### src/rtl/xirq_ctrl_pkg.sv
// ----------------------------------------------------------------------------
// xirq_ctrl_pkg
// Shared definitions for the xirq_ctrl interrupt controller: FSM state type
// and configuration register addresses.
// ----------------------------------------------------------------------------
package xirq_ctrl_pkg;

    // Values are visible to software through STATUS[9:8].
    typedef enum logic [1:0] {
        XIRQ_IDLE    = 2'd0,
        XIRQ_REQ     = 2'd1,
        XIRQ_SERVICE = 2'd2
    } xirq_state_e;

    localparam logic [1:0] XIRQ_CFG_ENABLE  = 2'd0;
    localparam logic [1:0] XIRQ_CFG_PENDING = 2'd1;
    localparam logic [1:0] XIRQ_CFG_STATUS  = 2'd2;

    // Round-robin history starts at the top source so source 0 leads after reset.
    localparam logic [4:0] XIRQ_LAST_ID_RST = 5'd31;

endpackage

### src/rtl/xirq_ctrl_xencdr.sv
// ----------------------------------------------------------------------------
// xencdr
// 32-bit lowest-set-bit priority encoder. Returns the index of the lowest set
// bit of din, or 0 when din is all zeros (callers qualify with |din).
// Ports:
//   din  in  32  request vector
//   enc  out 5   index of lowest set bit
// ----------------------------------------------------------------------------
module xencdr (
    input  logic [31:0] din,
    output logic [4:0]  enc
);

    // Scan from the top down so the last hit is the lowest index.
    always_comb begin
        enc = '0;
        for (int unsigned i = 32; i > 0; i--) begin
            if (din[i-1]) begin
                enc = 5'(i - 1);
            end
        end
    end

endmodule

### src/rtl/xirq_ctrl.sv
// ----------------------------------------------------------------------------
// xirq_ctrl
// Interrupt controller/arbiter between NUM_SRC external interrupt lines and
// the core trap logic. Rising edges are captured into PENDING, masked by
// ENABLE, and one winner is offered to the core through a req/ack/done
// handshake (one interrupt in service, no nesting).
//
// Build option: define XIRQ_ROUND_ROBIN_EN for round-robin arbitration (the
// source just served gets lowest priority); otherwise lowest index wins.
//
// Ports:
//   clk         in   1        clock, rising edge
//   rst         in   1        asynchronous active-high reset
//   irq_src     in   NUM_SRC  raw interrupt lines, rising-edge sensitive
//   cfg_we      in   1        config write strobe
//   cfg_addr    in   2        0=ENABLE 1=PENDING(W1C) 2=STATUS 3=reserved
//   cfg_wdata   in   32       config write data
//   cfg_rdata   out  32       combinational read of cfg_addr
//   irq_req     out  1        interrupt request to core
//   irq_id      out  5        winning source index
//   irq_ack     in   1        core accepts request
//   irq_done    in   1        core finished handler
//   irq_active  out  1        interrupt in service
// ----------------------------------------------------------------------------
module xirq_ctrl
    import xirq_ctrl_pkg::*;
#(
    parameter int NUM_SRC = 32
) (
    input  logic               clk,
    input  logic               rst,
    input  logic [NUM_SRC-1:0] irq_src,
    input  logic               cfg_we,
    input  logic [1:0]         cfg_addr,
    input  logic [31:0]        cfg_wdata,
    output logic [31:0]        cfg_rdata,
    output logic               irq_req,
    output logic [4:0]         irq_id,
    input  logic               irq_ack,
    input  logic               irq_done,
    output logic               irq_active
);

    xirq_state_e        state, state_nx;
    logic [4:0]         id_nx;
    logic [4:0]         winner;
    logic               take_ack;

    logic [NUM_SRC-1:0] src_q;
    logic [NUM_SRC-1:0] pending;
    logic [NUM_SRC-1:0] enable;
    logic [NUM_SRC-1:0] rise;
    logic [NUM_SRC-1:0] cand;
    logic [NUM_SRC-1:0] cfg_clr;
    logic [NUM_SRC-1:0] fsm_clr;
    logic [31:0]        cand32;
    logic [31:0]        ack_onehot;
    logic               any;
    logic               cand_held;

    assign rise      = irq_src & ~src_q;
    assign cand      = pending & enable;
    assign cand32    = 32'(cand);
    assign any       = |cand;
    assign cand_held = cand32[irq_id];

    assign ack_onehot = 32'd1 << irq_id;
    assign cfg_clr    = (cfg_we && cfg_addr == XIRQ_CFG_PENDING) ? cfg_wdata[NUM_SRC-1:0] : '0;
    assign fsm_clr    = take_ack ? ack_onehot[NUM_SRC-1:0] : '0;

`ifdef XIRQ_ROUND_ROBIN_EN
    logic [4:0]  last_id;
    logic [4:0]  enc_hi;
    logic [4:0]  enc_all;
    logic [32:0] served_mask;
    logic [32:0] hi;

    // 33-bit so last_id=31 masks everything and hi collapses to zero.
    assign served_mask = (33'd2 << last_id) - 33'd1;
    assign hi          = {1'b0, cand32} & ~served_mask;

    xencdr u_enc_hi  (.din(hi[31:0]), .enc(enc_hi));
    xencdr u_enc_all (.din(cand32),   .enc(enc_all));

    assign winner = (|hi) ? enc_hi : enc_all;

    always_ff @(posedge clk or posedge rst) begin
        if (rst) begin
            last_id <= XIRQ_LAST_ID_RST;
        end else if (take_ack) begin
            last_id <= irq_id;
        end
    end
`else
    xencdr u_enc (.din(cand32), .enc(winner));
`endif

    always_comb begin
        state_nx = state;
        id_nx    = irq_id;
        take_ack = 1'b0;
        case (state)
            XIRQ_IDLE: begin
                if (any) begin
                    state_nx = XIRQ_REQ;
                    id_nx    = winner;
                end
            end
            XIRQ_REQ: begin
                // Held id is never preempted; it is only withdrawn when it
                // stops being a candidate (disabled or cleared by software).
                if (irq_ack) begin
                    state_nx = XIRQ_SERVICE;
                    take_ack = 1'b1;
                end else if (!cand_held) begin
                    state_nx = XIRQ_IDLE;
                end
            end
            XIRQ_SERVICE: begin
                if (irq_done) begin
                    state_nx = XIRQ_IDLE;
                end
            end
            default: begin
                state_nx = XIRQ_IDLE;
            end
        endcase
    end

    always_ff @(posedge clk or posedge rst) begin
        if (rst) begin
            src_q   <= '0;
            pending <= '0;
            enable  <= '0;
            state   <= XIRQ_IDLE;
            irq_id  <= '0;
        end else begin
            src_q   <= irq_src;
            // New edge beats any clear on the same bit.
            pending <= (pending & ~(cfg_clr | fsm_clr)) | rise;
            if (cfg_we && cfg_addr == XIRQ_CFG_ENABLE) begin
                enable <= cfg_wdata[NUM_SRC-1:0];
            end
            state   <= state_nx;
            irq_id  <= id_nx;
        end
    end

    assign irq_req    = (state == XIRQ_REQ);
    assign irq_active = (state == XIRQ_SERVICE);

    always_comb begin
        cfg_rdata = '0;
        case (cfg_addr)
            XIRQ_CFG_ENABLE:  cfg_rdata = 32'(enable);
            XIRQ_CFG_PENDING: cfg_rdata = 32'(pending);
            XIRQ_CFG_STATUS:  cfg_rdata = {22'b0, state, 3'b0, irq_id};
            default:          cfg_rdata = '0;
        endcase
    end

endmodule

### config.mk
export PLATFORM = sky130hd
export DESIGN_NAME = xirq_ctrl
export DESIGN_NICKNAME = d
export VERILOG_FILES = /design/src/rtl/xirq_ctrl_pkg.sv /design/src/rtl/xirq_ctrl_xencdr.sv /design/src/rtl/xirq_ctrl.sv
export SDC_FILE = /design/constraint.sdc
export NUM_CORES = 1
export LEC_CHECK = 0
export ABC_AREA = 0
export CAP_MARGIN = 20
export CORE_AREA = 5 5 103 105
export CTS_CLUSTER_DIAMETER = 120
export DETAILED_ROUTE_END_ITERATION = 7
export DIE_AREA = 0 0 108 110
export PLACE_DENSITY_LB_ADDON = 0.2
export SKIP_LAST_GASP = 1
export SYNTH_ARGS = -nofsm -noshare
export SYNTH_HDL_FRONTEND = slang
export SYNTH_SLANG_ARGS = --single-unit
### constraint.sdc
create_clock -name clk -period 8.65 [get_ports clk]
set_input_delay 0.865 -clock clk [delete_from_list [all_inputs] [get_ports clk]]
set_output_delay 0.865 -clock clk [all_outputs]
set_load 0.005 [all_outputs]
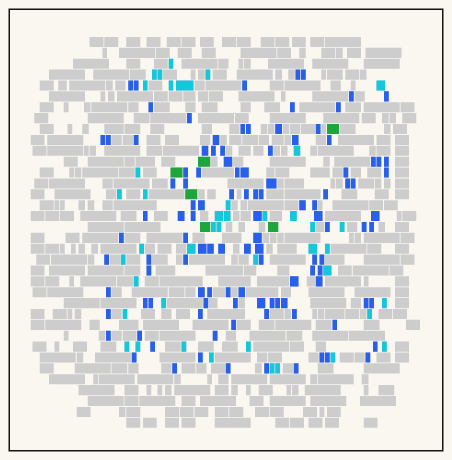
(selected gate families)
Scale: 4 px per micron.
legend:
  non-inverting ao/oa cells:
    colour: green
    cells: 6
    most_used: a22o_1
    where: middle
  nor cells:
    colour: cyan
    cells: 42
    most_used: nor2_1
  nand cells:
    colour: blue
    cells: 112
    most_used: nand2_1
Comb/total area: 35.7%
Top cell excl fill/tap: clkdlybuf4s50_1
final std cells w/o fill: 759

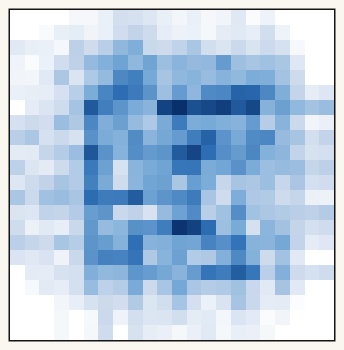
(routed metal per tile)
Scale: 3 px per micron. 22 x 22 tiles, from white (low) to dark blue (high), scaled to the fullest tile. Values are wire area over tile area, all layers added.
emptiest ninth of the die: bottom left
nearly empty tiles: 9.9%
densest ninth of the die: middle
mean over tiles: 0.19

==> impl_metrics.csv <==
group,metric,value,unit
clock_network,clk_latency,390,ps
synth,adder_share,0,%
final_layout,flops,103,
synth,synth_chip_area,5150,sq um
timing,drv_slew,0,
synth,ys.flop_type,"dfrtp_1",
power,pwr-share-comb,33.1,%
route,routed_wl,14.0,mm
synth,mux_share,16.2,%
timing,min_period,3730,ps
power,total_power,0.00152,W
clock_network,cts_tree,"done",
final_layout,top_regs,"enable (32), pending (32), src_q (32)",
final_layout,n_clock_buffer,10,
clock_network,postCtsHoldBufs,0,
min_path,min_from,"src_q[7]",
status,status,"completed",
synth,ys_seq_share,50.1,%
power,p_clk,0.000338,W
synth,async_flop_share,100,%
route,ant_nets,0,
final_layout,nNonClkBuffers,113,
synth,ys_types,40,
timing,setup_viol,0,
final_layout,largest_class,"sequential cells",
worst_setup_path,startpoint_type,"primary input",
synth,avgSynthCellArea,9.84,sq um
floorplan,pin_count,110,
final_layout,clock_area_share,3.36,%
worst_setup_path,path_buffers,3,
global_route,antenna_found_initial,0,
power,p_clk_share,22.3,%
worst_setup_path,reg2reg_from,"irq_id[1]",
synth,edf_count,0,
final_layout,logic_gate_count,359,
Power is estimated from default activity; no workload was simulated.
